==> src/rtl/tick_gen_multi_pkg.sv <==
// ---------------------------------------------------------------------------
// tick_gen_multi_pkg
//
// Shared definitions for the multi-channel tick generator:
//   - default build parameters (clock divisor, channel count, widths)
//   - channel index constants for the clock datapath
//   - default per-channel divisors used by the clock build
//   - the per-channel update action and its priority resolver
//
// No ports; imported by tick_gen_multi_if, tick_chan and tick_gen_multi.
// ---------------------------------------------------------------------------
package tick_gen_multi_pkg;

    // Default build parameters.
    localparam int DEF_CLK_FREQ = 1000;
    localparam int DEF_NUM_CH   = 4;
    localparam int DEF_CNT_W    = 32;
    localparam int DEF_CH_W     = 2;

    // Channel assignment in the clock datapath.
    localparam int CH_SEC   = 0;  // seconds timing
    localparam int CH_BLINK = 1;  // display blink rate
    localparam int CH_DEB   = 2;  // debounce sample rate
    localparam int CH_SCAN  = 3;  // display scan rate

    // Divisors the clock build programs after reset, assuming a 1 kHz
    // input clock. Software writes these through the divisor port; the
    // hardware reset value of every channel is still CLK_FREQ.
    localparam int DIV_SEC   = 1000;  // 1 Hz
    localparam int DIV_BLINK = 500;   // 2 Hz tick -> 1 Hz square wave
    localparam int DIV_DEB   = 10;    // 100 Hz
    localparam int DIV_SCAN  = 2;     // 500 Hz

    // What a channel does on the next clock edge (reset is handled
    // directly in the register process and is not an action here).
    typedef enum logic [2:0] {
        ACT_CLEAR = 3'd0,  // global clear: cnt, tick and sq to zero
        ACT_LOAD  = 3'd1,  // divisor write: new div, cnt to zero, sq held
        ACT_OFF   = 3'd2,  // divisor is zero: channel parked, sq held
        ACT_HOLD  = 3'd3,  // enable low: cnt and sq held
        ACT_COUNT = 3'd4,  // enabled, below terminal count: increment
        ACT_WRAP  = 3'd5   // enabled, at terminal count: tick and toggle
    } chan_act_e;

    // Priority: clear > load > disabled divisor > enable counting.
    function automatic chan_act_e chan_action(
        input logic clr,
        input logic ld,
        input logic div_zero,
        input logic en,
        input logic at_term
    );
        chan_act_e act;
        if (clr)            act = ACT_CLEAR;
        else if (ld)        act = ACT_LOAD;
        else if (div_zero)  act = ACT_OFF;
        else if (!en)       act = ACT_HOLD;
        else if (at_term)   act = ACT_WRAP;
        else                act = ACT_COUNT;
        return act;
    endfunction

endpackage

==> src/rtl/tick_gen_multi_if.sv <==
// ---------------------------------------------------------------------------
// tick_gen_multi_if
//
// Control/observation bundle of the tick generator.
//   en      NUM_CH  per-channel count enable
//   clr     1       synchronous clear of all counters and outputs
//   wr_en   1       divisor write strobe
//   wr_ch   CH_W    channel index for the write
//   wr_div  CNT_W   new divisor value
//   tick    NUM_CH  registered 1-cycle pulse per channel
//   sq      NUM_CH  registered square wave per channel
//
// master: the controller driving enables/writes and consuming ticks.
// slave : the tick generator itself.
// ---------------------------------------------------------------------------
interface tick_gen_multi_if
    import tick_gen_multi_pkg::*;
#(
    parameter int NUM_CH = DEF_NUM_CH,
    parameter int CNT_W  = DEF_CNT_W,
    parameter int CH_W   = DEF_CH_W
);
    logic [NUM_CH-1:0] en;
    logic              clr;
    logic              wr_en;
    logic [CH_W-1:0]   wr_ch;
    logic [CNT_W-1:0]  wr_div;
    logic [NUM_CH-1:0] tick;
    logic [NUM_CH-1:0] sq;

    modport master (
        output en, clr, wr_en, wr_ch, wr_div,
        input  tick, sq
    );

    modport slave (
        input  en, clr, wr_en, wr_ch, wr_div,
        output tick, sq
    );
endinterface

==> src/rtl/tick_gen_multi_chan.sv <==
// ---------------------------------------------------------------------------
// tick_chan
//
// One divider channel: divisor register, counter, tick pulse and square
// wave. The counter runs 0 .. div-1 and emits a tick on the edge that
// wraps it, so with en held high the tick period is exactly div cycles.
//
// Ports
//   clk     in   1      clock, all logic on posedge
//   rst     in   1      synchronous active-high reset (div <= CLK_FREQ)
//   clr     in   1      clear cnt/tick/sq, divisor kept
//   en      in   1      count enable
//   ld      in   1      load ld_div into the divisor (already gated by clr)
//   ld_div  in   CNT_W  divisor to load
//   tick    out  1      registered 1-cycle pulse
//   sq      out  1      registered square wave, toggles on every tick
// ---------------------------------------------------------------------------
module tick_chan
    import tick_gen_multi_pkg::*;
#(
    parameter int CLK_FREQ = DEF_CLK_FREQ,
    parameter int CNT_W    = DEF_CNT_W
) (
    input  logic             clk,
    input  logic             rst,
    input  logic             clr,
    input  logic             en,
    input  logic             ld,
    input  logic [CNT_W-1:0] ld_div,
    output logic             tick,
    output logic             sq
);

    localparam logic [CNT_W-1:0] RST_DIV = CNT_W'(CLK_FREQ);
    localparam logic [CNT_W-1:0] ONE     = CNT_W'(1);

    logic [CNT_W-1:0] div_q;
    logic [CNT_W-1:0] cnt_q;
    logic [CNT_W-1:0] div_d;
    logic [CNT_W-1:0] cnt_d;
    logic             tick_d;
    logic             sq_d;
    logic             at_term;
    chan_act_e        act;

    // Using >= rather than == means a divisor shrunk below the current
    // count still wraps on the next enabled edge instead of running the
    // counter all the way round. div_q == 0 makes div_q-1 wrap to all
    // ones, but that case is caught earlier as ACT_OFF.
    assign at_term = (cnt_q >= (div_q - ONE));

    always_comb begin
        act = chan_action(clr, ld, (div_q == '0), en, at_term);
    end

    always_comb begin
        div_d  = div_q;
        cnt_d  = cnt_q;
        tick_d = 1'b0;
        sq_d   = sq;
        case (act)
            ACT_CLEAR: begin
                cnt_d = '0;
                sq_d  = 1'b0;
            end
            ACT_LOAD: begin
                div_d = ld_div;
                cnt_d = '0;
            end
            ACT_OFF: begin
                cnt_d = '0;
            end
            ACT_HOLD: begin
                cnt_d = cnt_q;
            end
            ACT_WRAP: begin
                cnt_d  = '0;
                tick_d = 1'b1;
                sq_d   = ~sq;
            end
            ACT_COUNT: begin
                cnt_d = cnt_q + ONE;
            end
            default: begin
                cnt_d = '0;
            end
        endcase
    end

    always_ff @(posedge clk) begin
        if (rst) begin
            div_q <= RST_DIV;
            cnt_q <= '0;
            tick  <= 1'b0;
            sq    <= 1'b0;
        end else begin
            div_q <= div_d;
            cnt_q <= cnt_d;
            tick  <= tick_d;
            sq    <= sq_d;
        end
    end

endmodule

==> src/rtl/tick_gen_multi.sv <==
// ---------------------------------------------------------------------------
// tick_gen_multi
//
// Multi-channel programmable tick generator: NUM_CH independent dividers
// running off one clock. Every channel resets to a divisor of CLK_FREQ and
// can be reprogrammed at run time through the divisor write port.
//
// Ports
//   clk   in   1      clock, all logic on posedge
//   rst   in   1      synchronous active-high reset
//   bus   slave modport of tick_gen_multi_if (en, clr, wr_*, tick, sq)
//
// The interface instance must be built with the same NUM_CH/CNT_W/CH_W as
// this module.
// ---------------------------------------------------------------------------
module tick_gen_multi
    import tick_gen_multi_pkg::*;
#(
    parameter int CLK_FREQ = DEF_CLK_FREQ,
    parameter int NUM_CH   = DEF_NUM_CH,
    parameter int CNT_W    = DEF_CNT_W,
    parameter int CH_W     = DEF_CH_W
) (
    input  logic           clk,
    input  logic           rst,
    tick_gen_multi_if.slave bus
);

    logic [NUM_CH-1:0] ld;
    logic [NUM_CH-1:0] tick_w;
    logic [NUM_CH-1:0] sq_w;

    // A write in a clear cycle is dropped. An index with no matching
    // channel (wr_ch >= NUM_CH) decodes to no load at all.
    always_comb begin
        ld = '0;
        for (int i = 0; i < NUM_CH; i++) begin
            ld[i] = bus.wr_en && !bus.clr && (bus.wr_ch == CH_W'(i));
        end
    end

    for (genvar g = 0; g < NUM_CH; g++) begin : g_chan
        tick_chan #(
            .CLK_FREQ (CLK_FREQ),
            .CNT_W    (CNT_W)
        ) u_chan (
            .clk    (clk),
            .rst    (rst),
            .clr    (bus.clr),
            .en     (bus.en[g]),
            .ld     (ld[g]),
            .ld_div (bus.wr_div),
            .tick   (tick_w[g]),
            .sq     (sq_w[g])
        );
    end

    assign bus.tick = tick_w;
    assign bus.sq   = sq_w;

endmodule

==> src/flat_wrapper.sv <==
// flat-port wrapper written by rule: the top's interface ports become plain ports
module tick_gen_multi_flat import tick_gen_multi_pkg::*;
#(
    parameter int CLK_FREQ = DEF_CLK_FREQ,
    parameter int NUM_CH   = DEF_NUM_CH,
    parameter int CNT_W    = DEF_CNT_W,
    parameter int CH_W     = DEF_CH_W
)
  (clk, rst, bus_en, bus_clr, bus_wr_en, bus_wr_ch, bus_wr_div, bus_tick, bus_sq);
  tick_gen_multi_if #(.NUM_CH(NUM_CH), .CNT_W(CNT_W), .CH_W(CH_W)) bus_i ();
  input  logic clk;
  input  logic rst;
  input wire logic [$bits(bus_i.en)-1:0] bus_en;
  input wire logic [$bits(bus_i.clr)-1:0] bus_clr;
  input wire logic [$bits(bus_i.wr_en)-1:0] bus_wr_en;
  input wire logic [$bits(bus_i.wr_ch)-1:0] bus_wr_ch;
  input wire logic [$bits(bus_i.wr_div)-1:0] bus_wr_div;
  output wire logic [$bits(bus_i.tick)-1:0] bus_tick;
  output wire logic [$bits(bus_i.sq)-1:0] bus_sq;
  assign bus_i.en = bus_en;
  assign bus_i.clr = bus_clr;
  assign bus_i.wr_en = bus_wr_en;
  assign bus_i.wr_ch = bus_wr_ch;
  assign bus_i.wr_div = bus_wr_div;
  assign bus_tick = bus_i.tick;
  assign bus_sq = bus_i.sq;
  tick_gen_multi #(.CLK_FREQ(CLK_FREQ), .NUM_CH(NUM_CH), .CNT_W(CNT_W), .CH_W(CH_W)) u_core (.clk(clk), .rst(rst), .bus(bus_i));
endmodule
==> config.mk <==
export PLATFORM = sky130hd
export DESIGN_NAME = tick_gen_multi_flat
export DESIGN_NICKNAME = d
export VERILOG_FILES = /design/src/rtl/tick_gen_multi_pkg.sv /design/src/rtl/tick_gen_multi_if.sv /design/src/rtl/tick_gen_multi_chan.sv /design/src/rtl/tick_gen_multi.sv /design/src/flat_wrapper.sv
export SDC_FILE = /design/constraint.sdc
export NUM_CORES = 1
export LEC_CHECK = 0
export ABC_AREA = 1
export CORE_MARGIN = 1
export CORE_UTILIZATION = 45
export DETAILED_ROUTE_END_ITERATION = 10
export PLACE_DENSITY = 0.68
export SKIP_CTS_REPAIR_TIMING = 1
export SKIP_LAST_GASP = 1
export SYNTH_ARGS = -nofsm -noshare
export SYNTH_HDL_FRONTEND = slang
export SYNTH_SLANG_ARGS = --single-unit
==> constraint.sdc <==
create_clock -name clk -period 6.16 [get_ports clk]
set_clock_uncertainty 0.05 [all_clocks]
set_input_delay 1.232 -clock clk [delete_from_list [all_inputs] [get_ports clk]]
set_output_delay 1.232 -clock clk [all_outputs]
set_load 0.1 [all_outputs]
==> run_1/gate_families.png <==
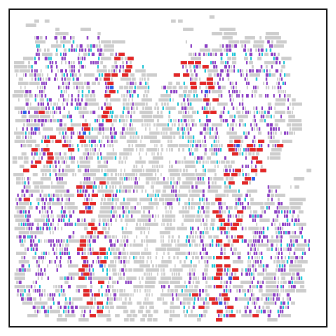
red -> adder and majority cells  # cells 140, most used ha_1
cyan -> inverters  # cells 310, most used inv_1, where widely spread
purple -> NAND gates  # cells 920, most used nand2_1, where widely spread
blue -> AND-OR and OR-AND gates  # cells 11, most used o21a_1

==> run_1/met3.png <==
Scale bar: 50 um.
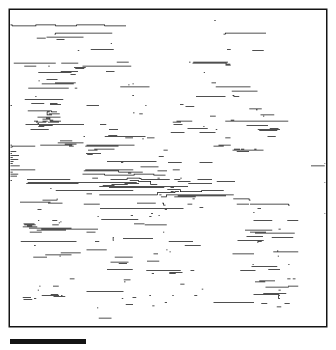
share of all routed wire = 5.4%
longest straight run = 71.3 um

==> out/results.ini, run 1 <==
[outcome]
status = finished clean

[logic_synthesis]
ys_chip_area_sq_mm = 0.0190
synth_cell_types = 45
simple_gate_share = 0.348
ys_top_cells_by_count = 667 x nand2_1, 509 x nor2_1, 304 x inv_1
top_cell = nand2_1
syn_area_per_cell_sq_um = 6.49
flop_cell = dfxtp_1
compound_area_frac = 0.106
synthCells = 2922

[cts]
clock_path_buffers = 3
clk_latency_ns = 0.59

[power_and_ir_drop]
power_density_mw_per_mm2 = 201
power_mw = 4.20
p_seq_frac = 0.423
power.leakage_nw = 8.98
combPwrFrac = 0.098

[final_layout]
inverters_excl_clock = 310
final_util = 0.506
top_regs = u_core.g_chan.u_chan.cnt_q (128), u_core.g_chan.u_chan.div_q (128)
diodes = 0
comb_area_sq_mm = 0.0121
fin_cells = 3471

[placement]
gp_congestion = 0.971
post-place-ws_ns = 1.95
dp_hpwl_mm = 42.2

[critical_path]
ff2ff_setup_slack_ns = 2.06
critical_path_class = reg -> reg
startpoint_type = register
reg2reg_to = u_core.g_chan[1].u_chan.sq
critPathMaxStageDelay_ns = 0.71
crit_top_cell = nand2_1

[sta]
layout_setup_ws_ns = 2.06
slew_headroom = 0.213
fin_hold_ws_ns = 0.450
fmax_mhz = 244

[floorplan]
fp.coreArea_sq_mm = 0.0412
die_area_sq_mm = 0.0429
initial_core_util = 0.460
die_w_um = 207

[grt]
overflow = 0
grtUsageTotal = 0.259
antenna_found_initial = 2
grt_pass1_wl_mm = 91.2

[routing]
dr.pass1.iters = 5

[hold_path]
min_path_type = reg -> reg
hold_start = u_core.g_chan[2].u_chan.div_q[23]
holdPathStages = 2

==> run_1/met2.png <==
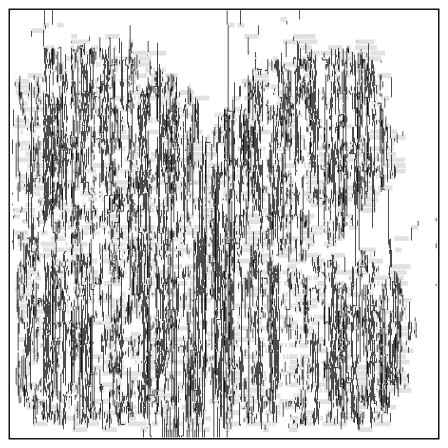
nets with wire on the layer = 2,448
share of all routed wire = 45%
main direction = vertical
M2 GR Usage: 0.430
final WL: 56.1 mm
vias: 18,764

==> run_1/final_congestion.png <==
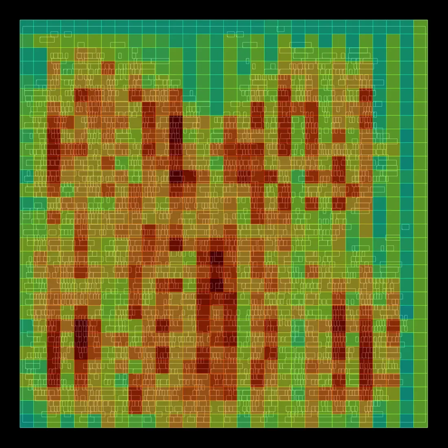

==> inputs of run 2 (changes only) <==
==> constraint.sdc (replaced) <==
create_clock -name clk -period 3.8 [get_ports clk]
set_clock_uncertainty 0.05 [all_clocks]
set_input_delay 0.76 -clock clk [delete_from_list [all_inputs] [get_ports clk]]
set_output_delay 0.76 -clock clk [all_outputs]
set_load 0.1 [all_outputs]
==> run_2/final_congestion.png <==
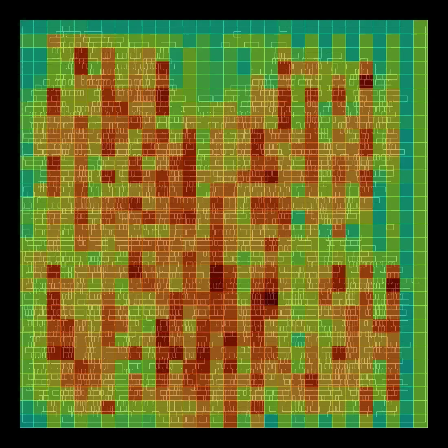
met1 GRT Util: 0.342
WL/cell: 16.2 um
Core Util, Final: 0.514

==> run_2/registers.png <==
Other sequential cells in the stronger gray, the rest of the logic in the fainter gray.
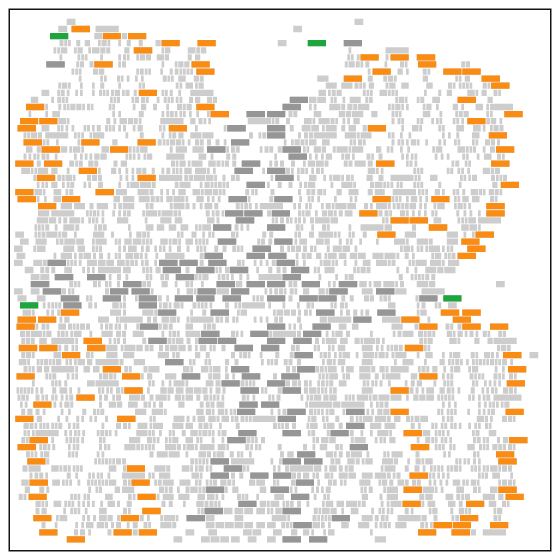
orange -> u_core.g_chan.u_chan.cnt_q  # flops 128, where widely spread
green -> u_core.g_chan.u_chan.tick  # flops 4

==> run 2 against run 1 <==
Effect of this change: utilization is 0.77 points higher; sequential share of layout area is 0.38 points lower; via count is 0.44% higher; first-iteration DRC count is 1.3% higher; combinational power is 69% higher; final cell count is 0.84% higher; fmax is 17% higher; clock power is 62% higher; critical path type unchanged; largest power group unchanged.
==> out/results.ini, run 2 <==
[sta]
slew_headroom = 0.337  ; was 0.213
layout_setup_ws_ns = 0.277  ; was 2.06 ns
fmax_mhz = 284  ; was 244 MHz

[cts]
clock_path_buffers = 3  ; unchanged
clk_latency_ns = 0.55  ; was 0.59 ns

[routing]
wl_mm = 56.9  ; was 56.1 mm
num_vias = 18847  ; was 18,764

[logic_synthesis]
top_cell = nand2_1  ; unchanged
syn_area_per_cell_sq_um = 6.49  ; unchanged
simple_gate_share = 0.348  ; unchanged
compound_area_frac = 0.106  ; unchanged
ys_top_cells_by_count = 667 x nand2_1, 509 x nor2_1, 304 x inv_1  ; unchanged

[grt]
overflow = 0  ; unchanged
use_met2 = 0.441  ; was 0.430
grtUsageTotal = 0.264  ; was 0.259
antenna_found_initial = 1  ; was 2

[hold_path]
hold_start = u_core.g_chan[2].u_chan.div_q[23]  ; unchanged
holdPathStages = 2  ; unchanged

[final_layout]
inverters_excl_clock = 310  ; unchanged
fin_cells = 3500  ; was 3,471

[floorplan]
fp.coreArea_sq_mm = 0.0412  ; unchanged
die_area_sq_mm = 0.0429  ; unchanged

[power_and_ir_drop]
combPwrFrac = 0.102  ; was 0.098
power_mw = 6.83  ; was 4.20 mW
power_density_mw_per_mm2 = 322  ; was 201 mW/mm^2
p_seq_frac = 0.422  ; was 0.423
power.leakage_nw = 9.15  ; was 8.98 nW

[placement]
gp_congestion = 0.941  ; was 0.971
dp_hpwl_mm = 42.7  ; was 42.2 mm
post-place-ws_ns = 0.192  ; was 1.95 ns

[critical_path]
crit_top_cell = nand2_1  ; unchanged
critPathMaxStageDelay_ns = 0.33  ; was 0.71 ns
critical_path_class = reg -> reg  ; unchanged
ff2ff_setup_slack_ns = 0.28  ; was 2.06 ns

[outcome]
status = finished clean  ; unchanged

No activity file was given, so power comes from the tool's default toggle rates.
